Figure 1. Routing congestion.
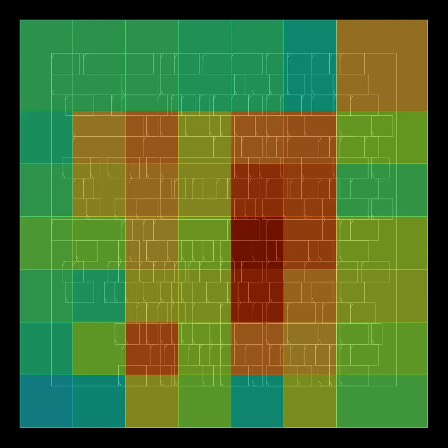
Figure 2. Wiring heat map.
(8 px per um) The die is cut into 11 by 11 equal tiles; dark blue is low, red is high, scaled to the fullest tile. Values are wire area over tile area, all layers added.
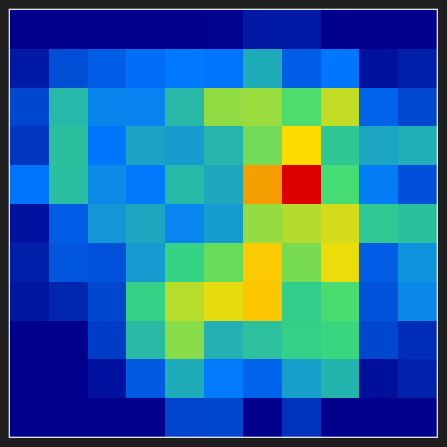
Figure 3. Met2 routing.
(10 px per um)
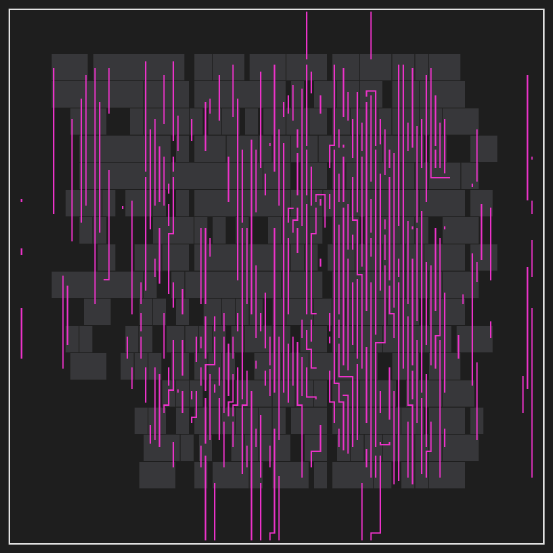
**config.mk**
```make
export PLATFORM = sky130hd
export DESIGN_NAME = mips_multicycle_ctrl_flat
export DESIGN_NICKNAME = d
export VERILOG_FILES = /design/src/rtl/mips_multicycle_ctrl_if.sv /design/src/rtl/mips_multicycle_ctrl.sv /design/src/flat_wrapper.sv
export SDC_FILE = /design/constraint.sdc
export NUM_CORES = 1
export LEC_CHECK = 0
export ABC_AREA = 1
export CAP_MARGIN = 20
export CORE_MARGIN = 4
export CORE_UTILIZATION = 46
export CTS_BUF_LIST = sky130_fd_sc_hd__clkbuf_2 sky130_fd_sc_hd__clkbuf_4 sky130_fd_sc_hd__clkbuf_8
export CTS_CLUSTER_DIAMETER = 50
export DETAILED_ROUTE_END_ITERATION = 8
export GPL_ROUTABILITY_DRIVEN = 0
export PLACE_DENSITY = 0.81
export RECOVER_POWER = 50
export SYNTH_ARGS = -nofsm -noshare
export SYNTH_HDL_FRONTEND = slang
export SYNTH_SLANG_ARGS = --single-unit
```
**constraint.sdc**
```tcl
create_clock -name clock -period 1.76 [get_ports clock]
set_input_delay 0.264 -clock clock [delete_from_list [all_inputs] [get_ports clock]]
set_output_delay 0.264 -clock clock [all_outputs]
set_load 0.01 [all_outputs]
```
**src/rtl/mips_multicycle_ctrl_if.sv**
```systemverilog
// Control/status bundle between the multicycle MIPS sequencer (master) and its datapath (slave).
interface mips_multicycle_ctrl_if;
  logic       start;
  logic [5:0] opcode;
  logic       zero;
  logic       mem_ready;
  logic [3:0] state;
  logic       pc_write;
  logic       ir_write;
  logic       mem_read;
  logic       mem_write;
  logic       iord;
  logic       reg_write;
  logic       reg_dst;
  logic       mem_to_reg;
  logic       alu_src_a;
  logic [1:0] alu_src_b;
  logic [1:0] alu_op;
  logic [1:0] pc_src;
  logic       instr_done;
  logic       illegal;
  logic       timeout;

  modport master (
    input  start, opcode, zero, mem_ready,
    output state, pc_write, ir_write, mem_read, mem_write, iord, reg_write, reg_dst,
           mem_to_reg, alu_src_a, alu_src_b, alu_op, pc_src, instr_done, illegal, timeout
  );

  modport slave (
    output start, opcode, zero, mem_ready,
    input  state, pc_write, ir_write, mem_read, mem_write, iord, reg_write, reg_dst,
           mem_to_reg, alu_src_a, alu_src_b, alu_op, pc_src, instr_done, illegal, timeout
  );
endinterface

```
**src/rtl/mips_multicycle_ctrl.sv**
```systemverilog
// Opcode-driven multicycle MIPS sequencer with memory-ready stalls and a sticky FAULT state
// for illegal opcodes and memory wait timeouts.
module mips_multicycle_ctrl #(
  parameter int WAIT_TIMEOUT = 15
) (
  input  logic                   clock,
  input  logic                   reset,
  mips_multicycle_ctrl_if.master bus
);

  localparam int CW = (WAIT_TIMEOUT < 2) ? 1 : $clog2(WAIT_TIMEOUT + 1);

  typedef enum logic [3:0] {
    S_IDLE   = 4'd0,  S_FETCH  = 4'd1,  S_DECODE = 4'd2,  S_MEMADR = 4'd3,
    S_MEMRD  = 4'd4,  S_MEMWB  = 4'd5,  S_MEMWR  = 4'd6,  S_EXEC   = 4'd7,
    S_ALUWB  = 4'd8,  S_BRANCH = 4'd9,  S_JUMP   = 4'd10, S_ADDIEX = 4'd11,
    S_ADDIWB = 4'd12, S_FAULT  = 4'd15
  } state_t;

  state_t        st, nx;
  logic [CW-1:0] wcnt;
  logic          illegal_q, timeout_q;
  logic          wait_st, wait_to, bad_op, fin;

  logic       pc_write, ir_write, mem_read, mem_write, iord, reg_write, reg_dst, mem_to_reg;
  logic       alu_src_a;
  logic [1:0] alu_src_b, alu_op, pc_src;

  // Wait counting only runs while stalled in a memory-access state.
  assign wait_st = (st == S_FETCH) || (st == S_MEMRD) || (st == S_MEMWR);
  assign wait_to = wait_st && !bus.mem_ready && (wcnt == CW'(WAIT_TIMEOUT - 1));

  always_ff @(posedge clock or posedge reset) begin
    if (reset) begin
      st        <= S_IDLE;
      wcnt      <= '0;
      illegal_q <= 1'b0;
      timeout_q <= 1'b0;
    end else begin
      st   <= nx;
      wcnt <= (wait_st && !bus.mem_ready) ? wcnt + 1'b1 : '0;
      if (bad_op)  illegal_q <= 1'b1;
      if (wait_to) timeout_q <= 1'b1;
    end
  end

  always_comb begin
    nx         = st;
    fin        = 1'b0;
    bad_op     = 1'b0;
    pc_write   = 1'b0;
    ir_write   = 1'b0;
    mem_read   = 1'b0;
    mem_write  = 1'b0;
    iord       = 1'b0;
    reg_write  = 1'b0;
    reg_dst    = 1'b0;
    mem_to_reg = 1'b0;
    alu_src_a  = 1'b0;
    alu_src_b  = 2'b00;
    alu_op     = 2'b00;
    pc_src     = 2'b00;
    case (st)
      S_IDLE: if (bus.start) nx = S_FETCH;
      S_FETCH: begin
        mem_read  = 1'b1;
        alu_src_b = 2'b01;
        ir_write  = bus.mem_ready;
        pc_write  = bus.mem_ready;
        if (bus.mem_ready) nx = S_DECODE;
        else if (wait_to)  nx = S_FAULT;
      end
      S_DECODE: begin
        // Speculative branch target goes into ALUOut while the opcode is decoded.
        alu_src_b = 2'b11;
        case (bus.opcode)
          6'h00:        nx = S_EXEC;
          6'h23, 6'h2B: nx = S_MEMADR;
          6'h04:        nx = S_BRANCH;
          6'h02:        nx = S_JUMP;
          6'h08:        nx = S_ADDIEX;
          default: begin
            nx     = S_FAULT;
            bad_op = 1'b1;
          end
        endcase
      end
      S_MEMADR: begin
        alu_src_a = 1'b1;
        alu_src_b = 2'b10;
        nx        = (bus.opcode == 6'h2B) ? S_MEMWR : S_MEMRD;
      end
      S_MEMRD: begin
        mem_read = 1'b1;
        iord     = 1'b1;
        if (bus.mem_ready) nx = S_MEMWB;
        else if (wait_to)  nx = S_FAULT;
      end
      S_MEMWB: begin
        reg_write  = 1'b1;
        mem_to_reg = 1'b1;
        fin        = 1'b1;
      end
      S_MEMWR: begin
        mem_write = 1'b1;
        iord      = 1'b1;
        if (bus.mem_ready) fin = 1'b1;
        else if (wait_to)  nx  = S_FAULT;
      end
      S_EXEC: begin
        alu_src_a = 1'b1;
        alu_op    = 2'b10;
        nx        = S_ALUWB;
      end
      S_ALUWB: begin
        reg_write = 1'b1;
        reg_dst   = 1'b1;
        fin       = 1'b1;
      end
      S_BRANCH: begin
        alu_src_a = 1'b1;
        alu_op    = 2'b01;
        pc_src    = 2'b01;
        pc_write  = bus.zero;
        fin       = 1'b1;
      end
      S_JUMP: begin
        pc_src   = 2'b10;
        pc_write = 1'b1;
        fin      = 1'b1;
      end
      S_ADDIEX: begin
        alu_src_a = 1'b1;
        alu_src_b = 2'b10;
        nx        = S_ADDIWB;
      end
      S_ADDIWB: begin
        reg_write = 1'b1;
        fin       = 1'b1;
      end
      S_FAULT: nx = S_FAULT;
      default: nx = S_FAULT;
    endcase
    if (fin) nx = bus.start ? S_FETCH : S_IDLE;
  end

  assign bus.state      = st;
  assign bus.pc_write   = pc_write;
  assign bus.ir_write   = ir_write;
  assign bus.mem_read   = mem_read;
  assign bus.mem_write  = mem_write;
  assign bus.iord       = iord;
  assign bus.reg_write  = reg_write;
  assign bus.reg_dst    = reg_dst;
  assign bus.mem_to_reg = mem_to_reg;
  assign bus.alu_src_a  = alu_src_a;
  assign bus.alu_src_b  = alu_src_b;
  assign bus.alu_op     = alu_op;
  assign bus.pc_src     = pc_src;
  assign bus.instr_done = fin;
  assign bus.illegal    = illegal_q;
  assign bus.timeout    = timeout_q;

endmodule

```
**src/flat_wrapper.sv**
```systemverilog
// flat-port wrapper written by rule: the top's interface ports become plain ports
module mips_multicycle_ctrl_flat 
#(
  parameter int WAIT_TIMEOUT = 15
)
  (clock, reset, bus_start, bus_opcode, bus_zero, bus_mem_ready, bus_state, bus_pc_write, bus_ir_write, bus_mem_read, bus_mem_write, bus_iord, bus_reg_write, bus_reg_dst, bus_mem_to_reg, bus_alu_src_a, bus_alu_src_b, bus_alu_op, bus_pc_src, bus_instr_done, bus_illegal, bus_timeout);
  mips_multicycle_ctrl_if bus_i ();
  input  logic clock;
  input  logic reset;
  input wire logic [$bits(bus_i.start)-1:0] bus_start;
  input wire logic [$bits(bus_i.opcode)-1:0] bus_opcode;
  input wire logic [$bits(bus_i.zero)-1:0] bus_zero;
  input wire logic [$bits(bus_i.mem_ready)-1:0] bus_mem_ready;
  output wire logic [$bits(bus_i.state)-1:0] bus_state;
  output wire logic [$bits(bus_i.pc_write)-1:0] bus_pc_write;
  output wire logic [$bits(bus_i.ir_write)-1:0] bus_ir_write;
  output wire logic [$bits(bus_i.mem_read)-1:0] bus_mem_read;
  output wire logic [$bits(bus_i.mem_write)-1:0] bus_mem_write;
  output wire logic [$bits(bus_i.iord)-1:0] bus_iord;
  output wire logic [$bits(bus_i.reg_write)-1:0] bus_reg_write;
  output wire logic [$bits(bus_i.reg_dst)-1:0] bus_reg_dst;
  output wire logic [$bits(bus_i.mem_to_reg)-1:0] bus_mem_to_reg;
  output wire logic [$bits(bus_i.alu_src_a)-1:0] bus_alu_src_a;
  output wire logic [$bits(bus_i.alu_src_b)-1:0] bus_alu_src_b;
  output wire logic [$bits(bus_i.alu_op)-1:0] bus_alu_op;
  output wire logic [$bits(bus_i.pc_src)-1:0] bus_pc_src;
  output wire logic [$bits(bus_i.instr_done)-1:0] bus_instr_done;
  output wire logic [$bits(bus_i.illegal)-1:0] bus_illegal;
  output wire logic [$bits(bus_i.timeout)-1:0] bus_timeout;
  assign bus_i.start = bus_start;
  assign bus_i.opcode = bus_opcode;
  assign bus_i.zero = bus_zero;
  assign bus_i.mem_ready = bus_mem_ready;
  assign bus_state = bus_i.state;
  assign bus_pc_write = bus_i.pc_write;
  assign bus_ir_write = bus_i.ir_write;
  assign bus_mem_read = bus_i.mem_read;
  assign bus_mem_write = bus_i.mem_write;
  assign bus_iord = bus_i.iord;
  assign bus_reg_write = bus_i.reg_write;
  assign bus_reg_dst = bus_i.reg_dst;
  assign bus_mem_to_reg = bus_i.mem_to_reg;
  assign bus_alu_src_a = bus_i.alu_src_a;
  assign bus_alu_src_b = bus_i.alu_src_b;
  assign bus_alu_op = bus_i.alu_op;
  assign bus_pc_src = bus_i.pc_src;
  assign bus_instr_done = bus_i.instr_done;
  assign bus_illegal = bus_i.illegal;
  assign bus_timeout = bus_i.timeout;
  mips_multicycle_ctrl #(.WAIT_TIMEOUT(WAIT_TIMEOUT)) u_core (.clock(clock), .reset(reset), .bus(bus_i));
endmodule
```
==> results.tsv <==
stage	metric	value	unit
min_path	hold_class	primary input to async pin	
cts	clockRootBuffer	clkbuf_4	
final_timing	timing_hold_violations_final	0	
yosys	top_area_share	26.5	%
floorplanning	fp_util	48.2	%
cells_and_area	lay_top_cells	nand2_1, inv_1, buf_4, nor2_1, clkdlybuf4s50_1	
setup_path	arrival	1.47	ns
final_timing	slew_headroom	76.3	%
cells_and_area	diodes	0	
yosys	synth-xor-area-share	1.85	%
global_route	overflow	0	
cells_and_area	ff_count	10	
power	cellPowerDensity	1650	nW/um^2
setup_path	crit_fanout	4	
floorplanning	io_pins	33	
power	ir_drop	0.00110	V
yosys	edf_count	0	
yosys	ys_sh_adder	2.65	%
routing	drtPass1Iterations	4	
yosys	synth_cell_types	25	
power	power	2.55	mW
yosys	synth_nets	164	
yosys	syn_area	945	sq um
run	warnings	29	
cells_and_area	final_area	1540	sq um
cells_and_area	layout-drive-gt1-share	33.2	%
power	sequentialPowerShare	15.1	%
global_route	grt_pass1_vias	1087	
cells_and_area	comb_area	601	sq um
routing	final_antenna_net_count	0	
place	dpl_cell_area	1430	sq um
cells_and_area	n_fill_cell	134	
power	p_int	1.33	mW
cells_and_area	n_all_buffers	59	
yosys	syn_avg_cell_area	6.26	sq um
final_timing	tightestPinTransition	0.355	ns
yosys	synth_flops	10	
cts	cts.sinks	10	
global_route	grt_pass1_wl	4330	um
cells_and_area	layout_top_cell	nand2_1	
yosys	ys.flop_type	dfrtp_1	
yosys	ys_sh_mux	0	%
power	power_leader	combinational cells	
cells_and_area	utilization	78.4	%
power	pwr.group.sequential	0.384	mW
setup_path	startpoint	u_core.bus.state[0]	
setup_path	timing.rr.end	u_core.bus.state[1]	
final_timing	finalClockSkew	0.00437	ns
setup_path	critical_path.top_delay_family	flip-flops	
status	status	finished, final reports clean	
-- Figure 1 (at the start) --
met3 Track Usage GR: 1.97%
DR WL/cell: 12.5 um
global route hottest layer: met2
met1 usage: 22.2%
Global Route met2 Usage: 40.4%

-- Figure 2 (at the start) --
tiles over half the peak: 17%
fullest tile: 0.58
densest ninth of the die: centre
Post-Route WL: 2970 um
DR vias: 1,150
GRT Util Overall: 20.5%

-- Figure 3 (at the start) --
longest straight run: 30.3 um
wire length on this layer: 1,580 um
nets with wire on the layer: 191
main direction: vertical

Power figures rest on the tool's default switching activity, not on a simulated workload.
